File: src/rtl/tetris_board_scanner.sv
// Walks the Tetris playfield cell by cell, reads each piece code from board RAM
// and issues one coloured box draw per cell to the box drawer.
module tetris_board_scanner #(
  parameter int COLS       = 10,
  parameter int ROWS       = 20,
  parameter int CELL       = 24,
  parameter int X_ORIGIN   = 200,
  parameter int Y_ORIGIN   = 0,
  parameter int SKIP_EMPTY = 0
) (
  input  logic       CLOCK_50,
  input  logic       resetn,
  input  logic       frame_req,
  output logic [7:0] cell_addr,
  input  logic [2:0] cell_rdata,
  output logic       box_start,
  output logic [9:0] box_x0,
  output logic [8:0] box_y0,
  output logic [8:0] box_color,
  input  logic       box_done,
  output logic       busy,
  output logic       frame_done
);

  localparam int CW = (COLS > 1) ? $clog2(COLS) : 1;
  localparam int RW = (ROWS > 1) ? $clog2(ROWS) : 1;
  localparam logic [CW-1:0] COL_LAST = CW'(COLS - 1);
  localparam logic [RW-1:0] ROW_LAST = RW'(ROWS - 1);
  localparam logic [9:0]    X_START  = 10'(X_ORIGIN);
  localparam logic [9:0]    X_STEP   = 10'(CELL);
  localparam logic [8:0]    Y_START  = 9'(Y_ORIGIN);
  localparam logic [8:0]    Y_STEP   = 9'(CELL);

  typedef enum logic [2:0] {IDLE, READ, LATCH, ISSUE, WAIT, NEXT, FINISH} state_t;

  state_t        state_reg, state_next;
  logic [CW-1:0] col_reg;
  logic [RW-1:0] row_reg;
  logic [9:0]    x_acc_reg;
  logic [8:0]    y_acc_reg;
  logic          pending_reg;
  logic [8:0]    color_next;
  logic          start_scan;
  logic          skip_cell;

  assign start_scan = frame_req || pending_reg;
  assign skip_cell  = (SKIP_EMPTY != 0) && (cell_rdata == 3'd0);

  always_comb begin
    color_next = 9'h000;
    case (cell_rdata)
      3'd0: color_next = 9'h000;
      3'd1: color_next = 9'h03F;
      3'd2: color_next = 9'h1F8;
      3'd3: color_next = 9'h145;
      3'd4: color_next = 9'h038;
      3'd5: color_next = 9'h1C0;
      3'd6: color_next = 9'h007;
      3'd7: color_next = 9'h1E0;
      default: color_next = 9'h000;
    endcase
  end

  always_comb begin
    state_next = state_reg;
    box_start  = 1'b0;
    busy       = 1'b1;
    frame_done = 1'b0;
    case (state_reg)
      IDLE: begin
        busy = 1'b0;
        if (start_scan) state_next = READ;
      end
      READ:  state_next = LATCH;
      LATCH: state_next = skip_cell ? NEXT : ISSUE;
      ISSUE: begin
        box_start  = 1'b1;
        state_next = WAIT;
      end
      WAIT: if (box_done) state_next = NEXT;
      NEXT: begin
        if (col_reg < COL_LAST || row_reg < ROW_LAST) state_next = READ;
        else                                           state_next = FINISH;
      end
      FINISH: begin
        frame_done = 1'b1;
        state_next = IDLE;
      end
      default: state_next = IDLE;
    endcase
  end

  always_ff @(posedge CLOCK_50 or negedge resetn) begin
    if (!resetn) begin
      state_reg   <= IDLE;
      col_reg     <= '0;
      row_reg     <= '0;
      x_acc_reg   <= '0;
      y_acc_reg   <= '0;
      pending_reg <= 1'b0;
      cell_addr   <= 8'd0;
      box_x0      <= 10'd0;
      box_y0      <= 9'd0;
      box_color   <= 9'd0;
    end else begin
      state_reg <= state_next;
      // Requests arriving mid-scan collapse into a single queued redraw.
      if (state_reg == IDLE)  pending_reg <= 1'b0;
      else if (frame_req)     pending_reg <= 1'b1;
      case (state_reg)
        IDLE: begin
          if (start_scan) begin
            col_reg   <= '0;
            row_reg   <= '0;
            x_acc_reg <= X_START;
            y_acc_reg <= Y_START;
            cell_addr <= 8'd0;
          end
        end
        LATCH: begin
          box_color <= color_next;
          box_x0    <= x_acc_reg;
          box_y0    <= y_acc_reg;
        end
        NEXT: begin
          // Row-major order makes the linear address a plain increment.
          if (col_reg < COL_LAST) begin
            col_reg   <= col_reg + 1'b1;
            x_acc_reg <= x_acc_reg + X_STEP;
            cell_addr <= cell_addr + 8'd1;
          end else if (row_reg < ROW_LAST) begin
            col_reg   <= '0;
            row_reg   <= row_reg + 1'b1;
            x_acc_reg <= X_START;
            y_acc_reg <= y_acc_reg + Y_STEP;
            cell_addr <= cell_addr + 8'd1;
          end
        end
        default: ;
      endcase
    end
  end

endmodule

File: config.mk
export PLATFORM = sky130hd
export DESIGN_NAME = tetris_board_scanner
export DESIGN_NICKNAME = d
export VERILOG_FILES = /design/src/rtl/tetris_board_scanner.sv
export SDC_FILE = /design/constraint.sdc
export NUM_CORES = 1
export LEC_CHECK = 0
export CAP_MARGIN = 20
export CORE_MARGIN = 5
export CORE_UTILIZATION = 24
export DETAILED_ROUTE_END_ITERATION = 7
export HOLD_SLACK_MARGIN = 0.12
export PLACE_DENSITY = 0.41
export SETUP_SLACK_MARGIN = 0.02
export SYNTH_ARGS = -nofsm -noshare
export SYNTH_HDL_FRONTEND = slang
export SYNTH_SLANG_ARGS = --single-unit
File: constraint.sdc
create_clock -name CLOCK_50 -period 2.8 [get_ports CLOCK_50]
set_input_delay 0.56 -clock CLOCK_50 [delete_from_list [all_inputs] [get_ports CLOCK_50]]
set_output_delay 0.56 -clock CLOCK_50 [all_outputs]
set_load 0.02 [all_outputs]
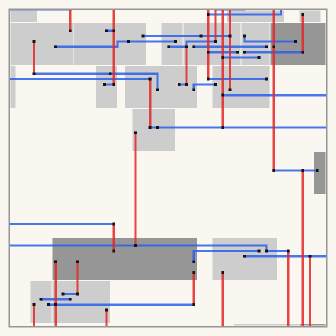
(run_1/closeup.png)
Region (76, 76) to (96, 96) um. Cells in gray, sequential cells in the stronger gray; small squares are vias.
Key: M1 = blue; M2 = red
Sequential cells in the window: 1. 13 logic cells have their middle in the window. Netlist names of flops here include `y_acc_reg` (1). Most frequent: mux2i_1 (3), ha_1 (3), inv_1 (2).

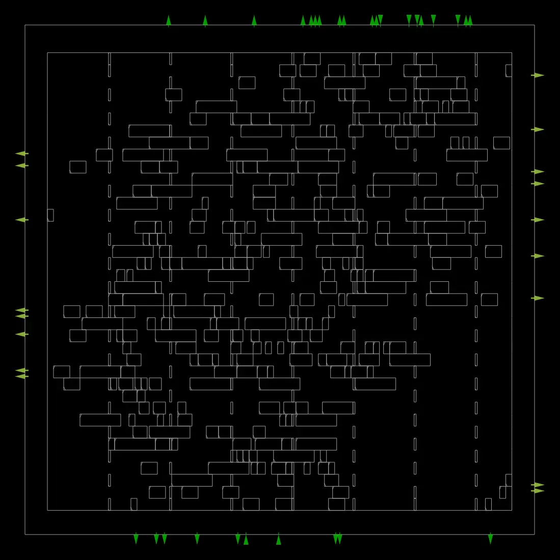
(run_1/placed.png)
FILL cells: 1,156
fin cells: 427
final core utilization: 0.300

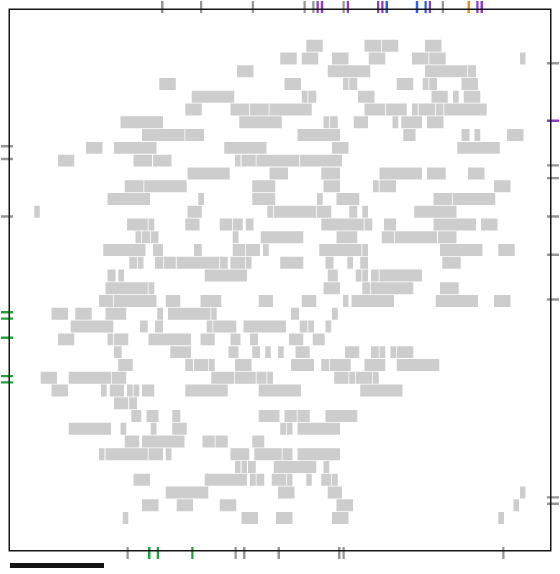
(run_1/pinout.png)
Scale bar: 20 um. Pins as bars across the die edge, other pins in gray.
Key: `box_color` = purple [pins 9, direction output, edge 8 top, 1 right]; `cell_rdata` = blue [pins 3, direction input, edge top]; `resetn` = orange [pins 1, direction input, edge top]; `cell_addr` = green [pins 8, direction output, edge 5 left, 3 bottom]
I/O Buffers: 39
Die X: 115 um
Die Ht: 115 um

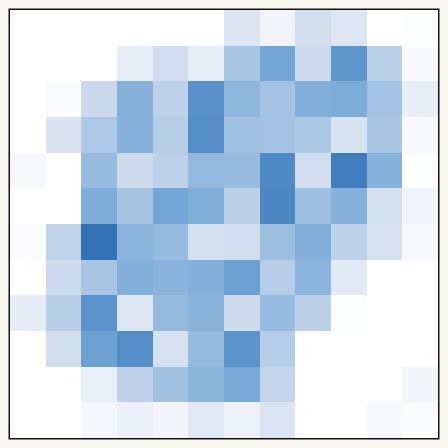
(run_1/util_map.png)
The die is cut into 12 by 12 equal tiles; white is low, dark blue is high, 0 to 100% covered.
The mean over all tiles is 23%. 26% of the tiles are nearly empty. The emptiest ninth of the die: lower right. The densest ninth of the die: center. The fullest tile reaches 73%.
FP Util: 0.244
core area: 0.0108 mm^2

==> flow_metrics.env, run 1 <==
# physical design summary
export IMPL_outcome="complete, no violations"
export IMPL_reg2reg_depth=7
export IMPL_chip_area_mm2=0.0132
export IMPL_grt_antenna_before_repair=0
export IMPL_postCtsSetupBuffers=0
export IMPL_ios=46
export IMPL_ys_types=50
export IMPL_yosys_stat_area_mm2=0.00265
export IMPL_ys_flops=53
export IMPL_drcViolationCount=0
export IMPL_final_setup_viol_count=0
export IMPL_cts_buffers=5
export IMPL_dr_pass1_iters=4
export IMPL_critPathArrivalTime_ns=1.75
export IMPL_timing_rr_end="cell_addr[5]"
export IMPL_cts_htree_levels=2
export IMPL_gp_congestion=0.723
export IMPL_cts_sinks=53
export IMPL_viasPerCell=4.32
export IMPL_use_met1=0.125
export IMPL_ff_type="dfrtp_1"
==> run 1: cells in the mapped netlist (2+ instances only) <==
library cell and count:
dfrtp_1 53, a211oi_1 3, inv_1 10, mux2i_1 10, xor2_1 4, buf_2 5
nand3_1 5, a21oi_2 2, nand3b_1 2, mux2_2 13, o31ai_1 2, a21oi_1 13
nand2_1 25, nor3_1 3, nor2_1 23, nand2b_1 2, buf_4 10, o2111ai_1 2
or3_1 2, a22o_1 2, o21ai_0 12, xnor2_1 9, ha_1 9
==> run 1: metal layers <==
metal | share of wire | vias up
li1 | - | 923
met1 | 0.48 | 887
met2 | 0.47 | 28
met3 | 0.033 | 7
met4 | 0.013 | 0
met5 | 0 | -
==> run 1: logic make-up after synthesis <==
| family | count (synthesis) | synth area share |
|---|---|---|
| AND-OR/OR-AND | 49 | 0.124 |
| XOR/XNOR | 13 | 0.0430 |
| adder cells (fa/ha/maj) | 9 | 0.0425 |
| buffers and inverters | 27 | 0.0576 |
| flip-flops | 53 | 0.501 |
| multiplexers | 23 | 0.0931 |
| other | 1 | 0.00142 |
| AND/OR/NAND/NOR | 73 | 0.138 |
==> run 1: worst max path at each step <==
stage | endpoint | startpoint | depth (start not counted) | slack [ns]
3_5_place_dp | y_acc_reg[4] | frame_req | 6 | 0.61
6_report | box_start | state_reg[0] | 3 | 0.49
5_1_grt | box_start | state_reg[0] | 3 | 0.34
3_3_place_gp | y_acc_reg[4] | frame_req | 6 | 0.65
2_1_floorplan | cell_addr[4] | col_reg[0] | 7 | 1.13
4_1_cts | box_start | state_reg[0] | 3 | 0.46
==> run 1: stage by stage <==
| step | hold WS (ns) | instance area [um^2] | utilization | power (mW) | instances |
|---|---|---|---|---|---|
| 4_1_cts | 0.380 | 3250 | 0.300 | 2.83 | 427 |
| 2_1_floorplan | 0.264 | 2670 | - | 1.88 | 253 |
| 3_5_place_dp | 0.472 | 3150 | 0.291 | 2.32 | 419 |
| 6_report | 0.331 | 3250 | 0.300 | 2.77 | 427 |
| 5_1_grt | 0.416 | 3250 | 0.300 | 3.00 | 427 |
| 3_3_place_gp | 0.462 | 3150 | 0.291 | 2.32 | 419 |
==> run 1: layout make-up <==
type                            count  area, um^2
Multi-Input combinational cell    173        1190
Tap cell                          140         175
Inverter                           10        37.5
Clock buffer                        7        96.3
Clock inverter                      1        8.76
Timing Repair Buffer               43         415
Sequential cell                    53        1330
Fill cell                        1156        7590
==> run 1: worst max-delay path, cell delays in order, from the launching register on <==
cell,delay [ns]
dfrtp_1,0.61
nand2_1,0.12
nor2_1,0.10
clkdlybuf4s50_1,0.61
==> run 1: power breakdown <==
part           leakage, nW  internal (mW)  switching, mW
sequential           0.685          0.938          0.190
combinational        0.639          0.511          0.635
clock               0.0549          0.229          0.270
total                 1.38           1.68           1.09
==> run_1/sizing.png <==
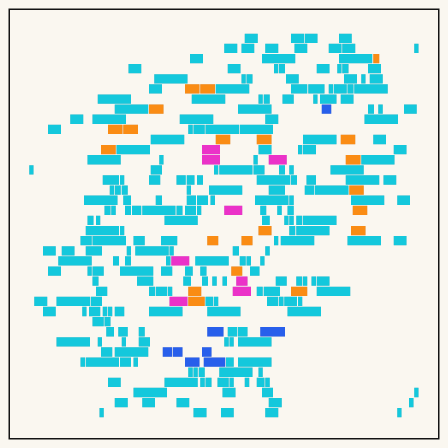

==> run 1 -> run 2 <==
- PLACE_DENSITY: 0.41 -> 0.42
- clock period: 2.8 -> 2.1 ns (I/O delays scaled with it)
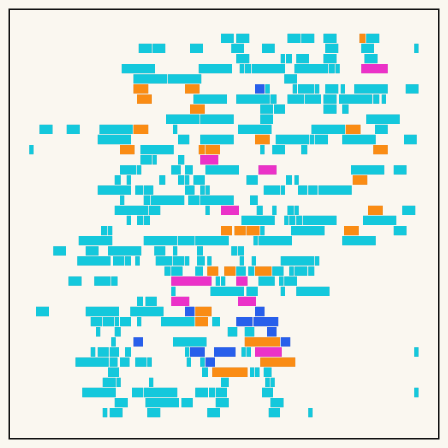
(run_2/sizing.png)
Key: x1 and smaller = cyan [cells 247, most used dfrtp_1]; x2 = orange [cells 26, most used mux2_2]; x3 and x4 = blue [cells 11, most used buf_4]; x6 and larger = magenta [cells 9, most used clkbuf_8]
post-route setup slack: 0.131 ns
Area growth syn-to-layout: 26.1%

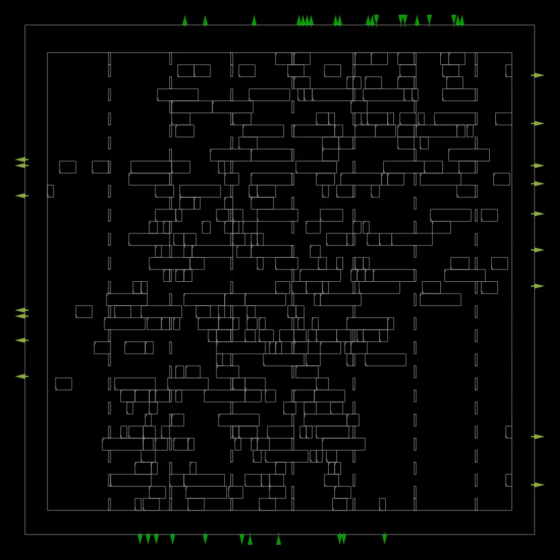
(run_2/placed.png)
Seq area share: 0.398
final core utilization: 0.308
site row count: 38

==> flow_metrics.env, run 2 <==
# physical design summary
export IMPL_logic_family="simple AND/OR/NAND/NOR gates"
export IMPL_coreArea_mm2=0.0108
export IMPL_critPathBufInv=1
export IMPL_seqPwrFrac=0.383
export IMPL_cts_htree_levels=2
export IMPL_viasPerCell=4.34
export IMPL_ys_types=50
export IMPL_ios=46
export IMPL_p_int_mw=2.37
export IMPL_cpLargestDelayFamily="buffers and inverters"
export IMPL_outcome="complete, no violations"
export IMPL_dr_pass1_iters=4
export IMPL_portBuffers=39
export IMPL_grt_antenna_before_repair=0
export IMPL_crit_chain="nor2_1, clkdlybuf4s50_1"
export IMPL_drcViolationCount=0
export IMPL_yosys_top_cells_count="53 x dfrtp_1, 25 x nand2_1, 23 x nor2_1"
export IMPL_chip_area_mm2=0.0132
export IMPL_final_setup_viol_count=0
export IMPL_cp_slowest_stage_delay_ns=0.61
export IMPL_post_layout_nonfiller_instances=433
export IMPL_xor_share=0.0430
## run 2: layout make-up
| type | instances | area, um^2 |
|---|---|---|
| clock buffer | 5 | 68.8 |
| clock inverter | 3 | 43.8 |
| fill | 1126 | 7500 |
| inverter | 10 | 37.5 |
| multi-input combinational | 173 | 1200 |
| sequential | 53 | 1330 |
| tap | 140 | 175 |
| timing repair buffer | 49 | 485 |
## run 2: worst paths after layout
| path | startpoint | endpoint | slack [ns] | depth (start not counted) |
|---|---|---|---|---|
| max | state_reg[2] | box_start | 0.13 | 2 |
| min | y_acc_reg[8] | y_acc_reg[8] | 0.48 | 1 |
| max reg2reg | col_reg[0] | x_acc_reg[5] | 0.19 | 7 |
| min reg2reg | y_acc_reg[8] | y_acc_reg[8] | 0.48 | 1 |
| max in group asynchronous | resetn | state_reg[0] | 1.21 | 3 |
| min in group asynchronous | resetn | box_color[5] | 0.61 | 3 |
## run 2: metrics by stage
stage | utilization | area, um^2 | total power, mW | hold WS [ns] | worst slack, ns
CTS | 0.304 | 3300 | 3.88 | 0.482 | 0.0387
global placement | 0.293 | 3180 | 3.12 | 0.450 | 0.200
finish | 0.308 | 3340 | 3.88 | 0.480 | 0.131
detailed placement | 0.293 | 3180 | 3.13 | 0.449 | 0.143
floorplan | - | 2670 | 2.51 | 0.124 | 0.433
global route | 0.308 | 3340 | 4.15 | 0.517 | 0.0219
## run 2: what timing repair did
action                                  in CTS  in global routing
hold buffers                                 1                  0
endpoints found under the setup margin       3                  2
resized                                      5                  1
hold endpoints to repair                    53                  0
setup buffers                                0                  3
## run 2: power groups by stage
stage | Combinational, mW | Clock, mW | Sequential [mW]
final | 1.66 | 0.733 | 1.49
after global routing | 1.83 | 0.793 | 1.53
after CTS | 1.60 | 0.761 | 1.52
after detailed placement | 1.60 | 0 | 1.54
after global placement | 1.58 | 0 | 1.53
after floorplan | 0.940 | 0 | 1.57
## run 2: cell families (layout without fill, tap and decap cells)
kind of cell,count (synthesis),after routing
simple gates,73,73
buf+inv,27,67
xor+xnor,13,13
flops,53,53
fa+ha+maj,9,9
compound gates,49,49
mux,23,23
other cells,1,6
## run 2: per-layer routing
layer / part of all wire / up-vias / GRT usage
met1: 0.49 / 913 / 0.128
met2: 0.47 / 26 / 0.150
met3: 0.028 / 5 / 0.0168
li1: - / 934 / -
met5: 0 / - / 0
met4: 0.015 / 0 / 0.0282
No activity file was given, so power comes from the tool's default toggle rates.
